Run 1, routed clock nets over the placement:
(10 px per um)
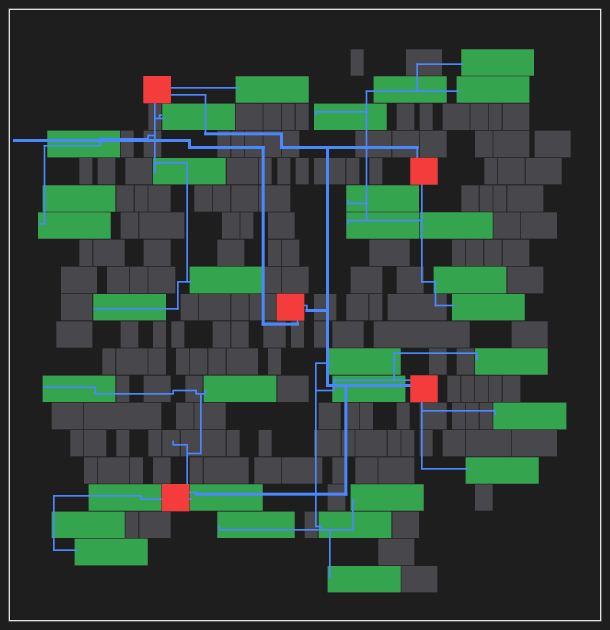
Run 1, placement by cell class:
(6 px per um) Fill, decap, tap and diode cells in grey.
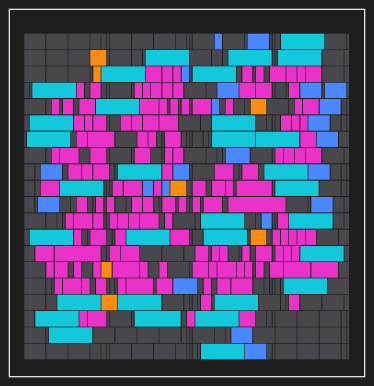
Run 1, clock wiring as the flow saved it:
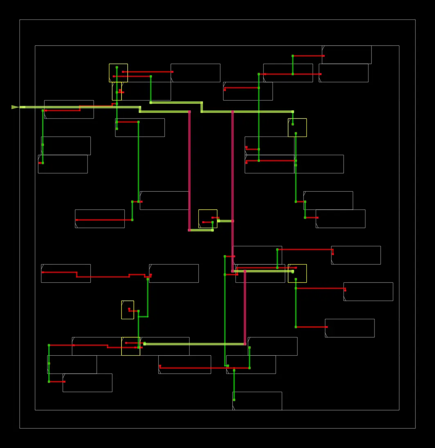
Run 1, M2 wires:
(6 px per um)
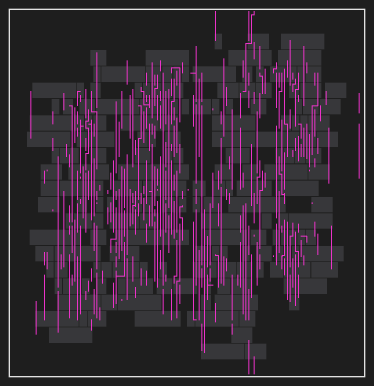
--- config.mk ---
export PLATFORM = sky130hd
export DESIGN_NAME = ser_frame_tx
export DESIGN_NICKNAME = d
export VERILOG_FILES = /design/src/rtl/ser_frame_tx.sv
export SDC_FILE = /design/constraint.sdc
export NUM_CORES = 1
export LEC_CHECK = 0
export ABC_CLOCK_PERIOD_IN_PS = 2400
export CAP_MARGIN = 5
export CORE_AREA = 2 2 57 59
export CTS_CLUSTER_DIAMETER = 30
export DETAILED_ROUTE_END_ITERATION = 10
export DIE_AREA = 0 0 59 61
export GPL_ROUTABILITY_DRIVEN = 1
export GPL_TIMING_DRIVEN = 0
export PLACE_DENSITY = 0.8
export SYNTH_ARGS = -nofsm -noshare
export SYNTH_HDL_FRONTEND = slang
export SYNTH_SLANG_ARGS = --single-unit
--- constraint.sdc ---
create_clock -name main_clk_i -period 2.4 [get_ports main_clk_i]
set_clock_uncertainty 0.1 [all_clocks]
set_input_delay 0.24 -clock main_clk_i [delete_from_list [all_inputs] [get_ports main_clk_i]]
set_output_delay 0.24 -clock main_clk_i [all_outputs]
set_load 0.03 [all_outputs]
--- src/rtl/ser_frame_tx.sv ---
// Serial frame transmitter: start bit, WIDTH data bits LSB-first, optional even parity, stop bit.
// Optional parity bit is compiled in with the macro SER_FRAME_TX_PARITY_EN.
module ser_frame_tx #(
    parameter int WIDTH  = 8,
    parameter int CLKDIV = 4
) (
    input  logic             main_clk_i,
    input  logic             main_rst_i,
    input  logic [WIDTH-1:0] tx_data_i,
    input  logic             tx_valid_i,
    output logic             tx_ready_o,
    output logic             ser_o,
    output logic             busy_o,
    output logic             done_o
);
    localparam int BW = (WIDTH > 1) ? $clog2(WIDTH) : 1;
    localparam logic [BW-1:0] LAST_BIT   = BW'(WIDTH - 1);
    localparam logic [15:0]   DIV_RELOAD = 16'(CLKDIV - 1);

    // Handshake: a word moves when tx_valid_i && tx_ready_o at a rising edge;
    // tx_ready_o depends only on the registered state.
    typedef enum logic [2:0] {
        IDLE,
        START,
        DATA,
`ifdef SER_FRAME_TX_PARITY_EN
        PARITY,
`endif
        STOP
    } state_t;

    state_t           state_q, state_d;
    logic [WIDTH-1:0] shift_q, shift_d;
    logic [BW-1:0]    bit_cnt_q, bit_cnt_d;
    logic [15:0]      div_cnt_q, div_cnt_d;
    logic             ser_q, ser_d;
    logic             done_q, done_d;
    logic             bit_end;
`ifdef SER_FRAME_TX_PARITY_EN
    logic             parity_q, parity_d;
`endif

    always_comb begin
        state_d   = state_q;
        shift_d   = shift_q;
        bit_cnt_d = bit_cnt_q;
        div_cnt_d = div_cnt_q;
        done_d    = 1'b0;
`ifdef SER_FRAME_TX_PARITY_EN
        parity_d  = parity_q;
`endif
        bit_end   = (div_cnt_q == 16'd0);

        // Bit-period counter reloads on every bit boundary, so CLKDIV=1 never underflows.
        if (state_q != IDLE) begin
            if (bit_end) begin
                div_cnt_d = DIV_RELOAD;
            end else begin
                div_cnt_d = div_cnt_q - 16'd1;
            end
        end

        case (state_q)
            IDLE: begin
                if (tx_valid_i) begin
                    state_d   = START;
                    shift_d   = tx_data_i;
                    bit_cnt_d = '0;
                    div_cnt_d = DIV_RELOAD;
`ifdef SER_FRAME_TX_PARITY_EN
                    parity_d  = ^tx_data_i;
`endif
                end
            end
            START: begin
                if (bit_end) state_d = DATA;
            end
            DATA: begin
                if (bit_end) begin
                    shift_d = shift_q >> 1;
                    if (bit_cnt_q == LAST_BIT) begin
                        bit_cnt_d = '0;
`ifdef SER_FRAME_TX_PARITY_EN
                        state_d   = PARITY;
`else
                        state_d   = STOP;
`endif
                    end else begin
                        bit_cnt_d = bit_cnt_q + BW'(1);
                    end
                end
            end
`ifdef SER_FRAME_TX_PARITY_EN
            PARITY: begin
                if (bit_end) state_d = STOP;
            end
`endif
            STOP: begin
                if (bit_end) begin
                    state_d = IDLE;
                    done_d  = 1'b1;
                end
            end
            default: state_d = IDLE;
        endcase

        // Line level is registered from the next state so it changes together with it.
        case (state_d)
            START:   ser_d = 1'b0;
            DATA:    ser_d = shift_d[0];
`ifdef SER_FRAME_TX_PARITY_EN
            PARITY:  ser_d = parity_d;
`endif
            default: ser_d = 1'b1;
        endcase
    end

    always_ff @(posedge main_clk_i) begin
        if (main_rst_i) begin
            state_q   <= IDLE;
            shift_q   <= '0;
            bit_cnt_q <= '0;
            div_cnt_q <= '0;
            ser_q     <= 1'b1;
            done_q    <= 1'b0;
`ifdef SER_FRAME_TX_PARITY_EN
            parity_q  <= 1'b0;
`endif
        end else begin
            state_q   <= state_d;
            shift_q   <= shift_d;
            bit_cnt_q <= bit_cnt_d;
            div_cnt_q <= div_cnt_d;
            ser_q     <= ser_d;
            done_q    <= done_d;
`ifdef SER_FRAME_TX_PARITY_EN
            parity_q  <= parity_d;
`endif
        end
    end

    assign tx_ready_o = (state_q == IDLE);
    assign busy_o     = (state_q != IDLE);
    assign ser_o      = ser_q;
    assign done_o     = done_q;

endmodule

==> flow_summary.yaml, run 1 <==
# yosys + openroad results
status:
  outcome: "complete, no violations"
synthesis:
  logic_family: "simple AND/OR/NAND/NOR gates"
  topCellsByArea: "dfxtp_1 (41%), nor2_1 (7.0%), a21oi_1 (6.4%)"
  edf_count: 0
  fa_ha_area_share_pct: 3.218
  flop_cell: "dfxtp_1"
  simple_gate_area_share_pct: 26.87
  synth-seq-area-share_pct: 41.19
  synth_async_sr_flop_share_pct: 0
  yosys.stat.chipArea_um2: 1555
  xor_area_share_pct: 2.816
  top_cells_by_count: "dfxtp_1 (32), nor2_1 (29), nand2_1 (22)"
  synthAoiAreaFrac_pct: 20.11
  yosysUniqueCellTypes: 43
  netlist_instances: 184
  syn_nets: 199
  synthesis.area_um2: 1555
  yosysCellCount: 184
  synth.mux.area_fraction_pct: 0.6436
  top_cell_area_share_pct: 41.19
  synth_top_cell_by_area: "dfxtp_1"
  yosysWarningCount: 0
  most_common_cell: "dfxtp_1"
sta:
  rsz0062_at_grt: "no"
  timing.final.crit_period_ns: 2.339
  setup_viol_count_final: 0
  max_freq_mhz: 427.6
  setup_ws_ns: 0.06133
  period_used_pct: 97.44
  slew_violations: 0
  finalHoldViolations: 0
place:
  dp.cells: 230
  hpwl_um: 2391
  dpl_cell_area_um2: 1727
  port_buffers: 13
  gp_congestion: 0.8394
job:
  max_cap_violations: 0
  warnings: 27
clocking:
  cts_tree: "yes"
  clockBufferDepth: 2
  cts_max_level: 2
  root_buffer: "clkbuf_4"
  ctsResizeCount: 1
  hold_buffers: 0
  post_cts_buffers: 0
  clkTransAtPathRegs_ns: 0.10
routing:
  wire_per_inst_um: 14.04
  vias_per_cell: 5.814
  met1_length_um: 1418
  drtPass1Iterations: 4
  drc: 0
  dr_wl_met3_um: 214
  routed-via-count: 1372
  drt_wl_total_um: 3313
  detail-route-antenna-nets: 0
  met2_length_um: 1628
  drtIter0Drc: 113
  top_layer_used: "met4"
cells_and_area:
  final-clk-cell-share_pct: 2.615
  drive_above_1_share_pct: 9.852
  stdcell_count: 236
  final_cell_mix: "dfxtp_1 (31), nor2_1 (29), nand2_1 (22)"
  comb_area_share_pct: 47.42
  seq_area_um2: 641.9
  area_share_nonclk_buffers_pct: 10.46
  syn2layout_area_growth_pct: 13.84
  fin_util_pct: 59.96
  nNetsFinal: 218
  fin_area_um2: 1770
  combGateArea_um2: 839.6
  non_clock_buffer_count: 22
  antennaDiodeCount: 0
  largest_class: "multi-input combinational cells"
  inv_count: 3
  lay_top_count: "dfxtp_1"
  seqAreaFraction_pct: 36.25
  fillers: 254
  logic_gate_count: 139
global_routing:
  busiest_layer: "met2"
  use_met2_pct: 34.92
  grt-ovfl-total: 0
  met3_usage_pct: 5.970
  grt_max_degree: 11
  grt_pass1_wl_um: 5361
  grt_pass1_vias: 1232
  antenna_found_initial: 0
  grt_use_met1_pct: 23.27
  grt_usage_pct: 20.12
worst_setup_path:
  path_depth: 4
  crit_type: "register to output pin"
  critPathCapture: "tx_ready_o"
  cp_max_fo: 7
  crit_buf_inv: 3
  critPathLaunchType: "register"
  cp.required_ns: 2.06
  cp_cell_sequence: "or3_1 -> buf_6 -> clkinv_4 -> clkdlybuf4s50_1"
  slowest_delay_ns: 0.66
  critPathLaunch: "state_q[2]"
  reg2regPathDepth: 9
  arrival_ns: 2.00
  crit_family: "buffers and inverters"
  timing.rr.end: "ser_o"
  reg2reg_slack_ns: 0.10
  r2r-start: "div_cnt_q[0]"
power:
  internal_power_mw: 0.9163
  p_leak_nw: 0.6736
  powerDensity_nw_per_um2: 821.3
  sw_frac_of_total_pct: 36.98
  comb_power_mw: 0.509
  power_leader: "registers"
  combPwrFrac_pct: 35.0
  power.switching_mw: 0.5378
  pwr-share-seq_pct: 45.4
  ir_worst_vdd_mv: 0.4877
  seq-power_mw: 0.660
floorplan:
  die_x_um: 59
  die-area_um2: 3599
  die_height_um: 61
  core_um2: 2953
  tap_cells: 33
  rows: 20
  io_pins: 15
hold_path:
  hold_path.class: "input pin to register"
  whs_endpoint: "div_cnt_q[12]"
  hold_start: "main_rst_i"
  holdPathStages: 2
About 'routed clock nets over the placement':
Key: flip-flops = green [count 32]; clock wires = blue [length 411 um]; clock drivers = red [count 5]
Position of the flops: all over the die. There are 6 routed clock nets.
Worst-Skew Late Latency: 0.34 ns
Power Clock: 0.285 mW
clock share of power: 19.6%

About 'placement by cell class':
Key: combinational and other logic = magenta [cells 142, share of their area 49%]; other buffers and delay cells = blue [cells 22, share of their area 11%]; clock drivers and dummy loads = orange [cells 7, share of their area 2.7%]; flops = cyan [cells 32, share of their area 37%]

About 'clock wiring as the flow saved it':
Clock buffer cells: 6
CTS Sinks: 32
registers: 32
CTS buffer count: 5

About 'M2 wires':
182 nets have wire on it. The longest straight run is 35.4 um. The layer carries 1630 um of wire. The layer holds 49% of the routed length.

## run 1: per-stage QoR
step	power, mW	setup TNS (ns)	hold WS [ns]
6_report	1.454	0	0.2794
5_1_grt	1.546	0	0.3037
4_1_cts	1.453	0	0.2648
3_5_place_dp	1.171	-0.01117	0.3460
3_3_place_gp	1.145	0	0.3441
2_1_floorplan	1.052	0	0.3008
## run 1: registers in the layout (all words and copies together) (netlist names)
| register | count |
|---|---|
| div_cnt_q | 16 |
| shift_q | 8 |
| bit_cnt_q | 3 |
| state_q | 3 |
| done_o | 1 |
| ser_o | 1 |
## run 1: cells by family after synthesis
family	after synthesis
AOI/OAI and AO/OA	46
xor gates and xnor gates	5
other	1
buffers and inverters	13
muxes	1
adders and majority gates	4
and+or+nand+nor	82
DFF	32
Run 1, ports around the boundary:
(4 px per um) Pins as bars across the die edge, other pins in grey.
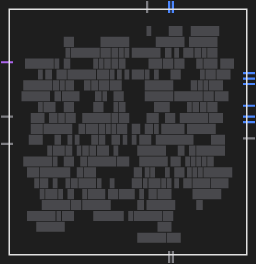

==> run 2, diff against run 1 <==
CELL_PAD_IN_SITES_DETAIL_PLACEMENT = 1   (was default)
CELL_PAD_IN_SITES_GLOBAL_PLACEMENT = 1   (was default)
CORE_AREA = 2 2 64 66   (was 2 2 57 59)
DIE_AREA = 0 0 66 68   (was 0 0 59 61)
PLACE_DENSITY = 0.82   (was 0.8)
SLEW_MARGIN = 10   (was default)
Run 2, ports around the boundary:
(4 px per um) Pins as bars across the die edge, other pins in grey.
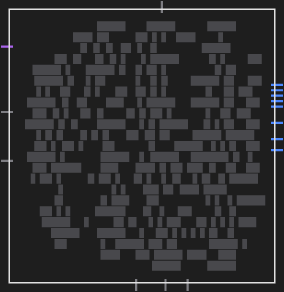
Key: tx_data_i = blue [pins 8, direction input, edge east]; main_clk_i = purple [pins 1, direction input, edge west]
All pins by edge: 8 east, 3 west, 3 south, 1 north.
die y size: 68 um
die span in x: 66 um
PortBufs: 13

Run 2, M2 wires:
(6 px per um)
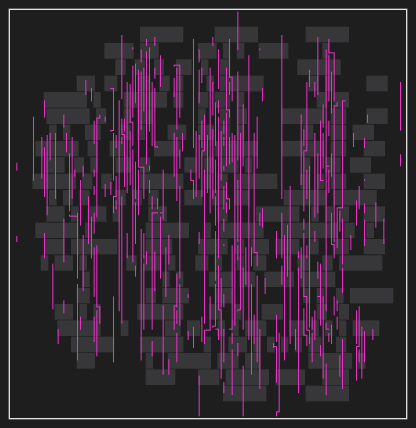
The layer carries 2000 um of wire. The layer holds 52% of the routed length. 179 nets have wire on it. The wires run mostly vertical. The longest straight run is 47.3 um.
WL final: 3865 um
global routing usage on met2: 36.62%

==> run 2 against run 1 <==
Setup slack better by 0.035 ns. Via count down 1.7%. Global-route usage down 0.23 points. Sequential share of layout area down 1.3 points. Synthesized cell count unchanged. Largest cell class unchanged.
==> flow_summary.yaml, run 2 <==
# yosys + openroad results
status:
  outcome: "complete, no violations"
floorplan:
  fp_util_pct: 40.33
  io_pins: 15
  core_um2: 3856
  tap_cells: 50
  die-area_um2: 4488
  rows: 23
clocking:
  clockBufferDepth: 2
  root_buffer: "clkbuf_8"
  cts_tree: "yes"
  clkTransAtPathRegs_ns: 0.07
  cts.sinks: 32
  hold_buffers: 0
  cts_max_level: 2
  cts_made_buffers: 5
routing:
  drtIter0Drc: 37
  top_layer_used: "met4"
  vias_per_cell: 5.311
  met1_length_um: 1656
  wire_per_inst_um: 15.22
  met2_length_um: 1997
  dr_wl_met3_um: 119
  routed-via-count: 1349
  drtPass1Iterations: 4
  detail-route-antenna-nets: 0
  drc: 0
synthesis:
  synth-seq-area-share_pct: 41.19
  synth_top_cell_by_area: "dfxtp_1"
  most_common_cell: "dfxtp_1"
  fa_ha_area_share_pct: 3.218
  netlist_instances: 184
  yosysCellCount: 184
  edf_count: 0
  top_cells_by_count: "dfxtp_1 (32), nor2_1 (29), nand2_1 (22)"
  simple_gate_area_share_pct: 26.87
  synth_async_sr_flop_share_pct: 0
  synthAoiAreaFrac_pct: 20.11
  yosys.stat.chipArea_um2: 1555
  topCellsByArea: "dfxtp_1 (41%), nor2_1 (7.0%), a21oi_1 (6.4%)"
  synth.mux.area_fraction_pct: 0.6436
  synthesis.area_um2: 1555
  yosysWarningCount: 0
  syn_avg_cell_area_um2: 8.452
  syn_nets: 199
  yosysUniqueCellTypes: 43
  xor_area_share_pct: 2.816
  top_cell_area_share_pct: 41.19
  logic_family: "simple AND/OR/NAND/NOR gates"
  flop_cell: "dfxtp_1"
job:
  warnings: 28
  max_cap_violations: 0
cells_and_area:
  nClkBuffers: 6
  top_register: "div_cnt_q"
  ff_count: 32
  comb_area_share_pct: 45.61
  stdcell_count: 254
  inv_count: 3
  fillers: 478
  combGateArea_um2: 838.3
  drive_above_1_share_pct: 10.78
  antennaDiodeCount: 0
  syn2layout_area_growth_pct: 18.18
  area_share_nonclk_buffers_pct: 10.14
  lay_top_count: "dfxtp_1"
  final-clk-cell-share_pct: 5.037
  largestRegisters: "div_cnt_q x16, shift_q x8"
  largest_register_ffs: 16
  fin_util_pct: 47.66
  logic_gate_count: 139
  non_clock_buffer_count: 22
  nNetsFinal: 218
  seq_area_um2: 641.9
  seqAreaFraction_pct: 34.92
  fin_area_um2: 1838
  final_cell_mix: "dfxtp_1 (31), nor2_1 (29), nand2_1 (22)"
global_routing:
  grt_usage_pct: 19.89
  grt_pass1_wl_um: 6672
  grt-ovfl-total: 0
  grt_pass1_vias: 1490
  grt_use_met1_pct: 21.12
  antenna_found_initial: 0
  grt_max_degree: 11
  busiest_layer: "met2"
power:
  pwr-share-seq_pct: 41.3
  combPwrFrac_pct: 32.1
  ir_worst_vdd_mv: 0.2870
  p_leak_nw: 0.7001
  sw_frac_of_total_pct: 35.60
  power_mw: 1.609
  powerDensity_nw_per_um2: 875.3
  power.switching_mw: 0.5728
worst_setup_path:
  cp_max_fo: 7
  cp_cell_sequence: "inv_1 -> ha_1 -> nor4b_1 -> and4_1 -> buf_4 -> and2_1 -> buf_2 -> a221oi_4 -> nand3b_1 -> a211o_1"
  critPathLaunchType: "register"
  arrival_ns: 2.39
  crit_family: "simple AND/OR/NAND/NOR gates"
  crit_buf_inv: 3
  slowest_delay_ns: 0.35
  r2r-start: "div_cnt_q[0]"
  critPathLaunch: "div_cnt_q[0]"
  cp.required_ns: 2.48
  crit_type: "register to register"
sta:
  setup_ws_ns: 0.09595
  slew_violations: 0
  hold_slack_ns: 0.3433
  rsz0062_at_grt: "yes"
  tns_ns: 0
  max_freq_mhz: 434.0
  period_used_pct: 96.00
  finalHoldViolations: 0
  timing.final.crit_period_ns: 2.304
  setup_viol_count_final: 0
place:
  dp.cells: 247
  dpl_cell_area_um2: 1748
  gp_congestion: 0.8751
  hpwl_um: 2915
hold_path:
  hold_path.class: "input pin to register"
  hold_start: "main_rst_i"
Run 2, routed clock nets over the placement:
(8 px per um)
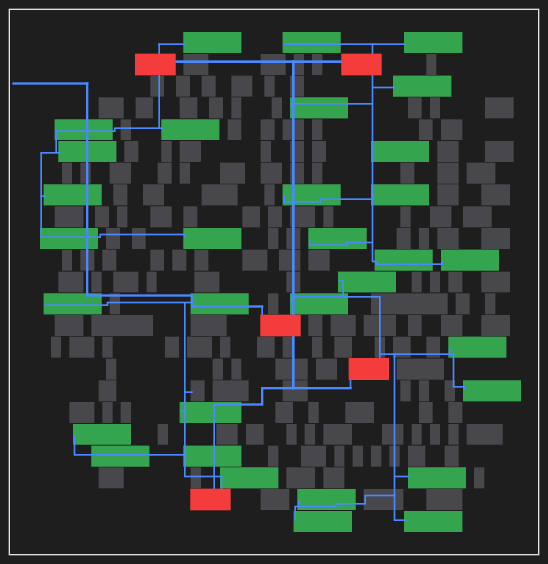
Key: flip-flops = green [count 32]; clock drivers = red [count 5]; clock wires = blue [length 457 um]
There are 6 routed clock nets. Position of the flops: all over the die.
Power Clock: 0.429 mW
Worst-Skew Late Latency: 0.29 ns
clock share of power: 26.7%

run 2: repair_timing:
action,CTS,global route
endpoints found under the setup margin,0,3
endpoints found under the hold margin,0,0
setup buffers,0,0
resized,0,1
run 2: final timing paths:
| path | slack (ns) | endpoint | depth (start not counted) |
|---|---|---|---|
| setup / recovery | 0.1 | ser_o | 10 |
| hold / removal | 0.34 | div_cnt_q[12] | 2 |
| setup reg to reg | 0.1 | ser_o | 10 |
| hold reg to reg | 0.36 | div_cnt_q[0] | 1 |
run 2: power by group through the flow:
stage          sequential [mW]  combinational, mW  clock, mW
3_5_place_dp             0.675              0.518          0
3_3_place_gp             0.667              0.492          0
2_1_floorplan            0.657              0.395          0
5_1_grt                  0.674              0.578      0.473
6_report                 0.664              0.516      0.429
4_1_cts                  0.663              0.520      0.448
Power is estimated from default activity; no workload was simulated.
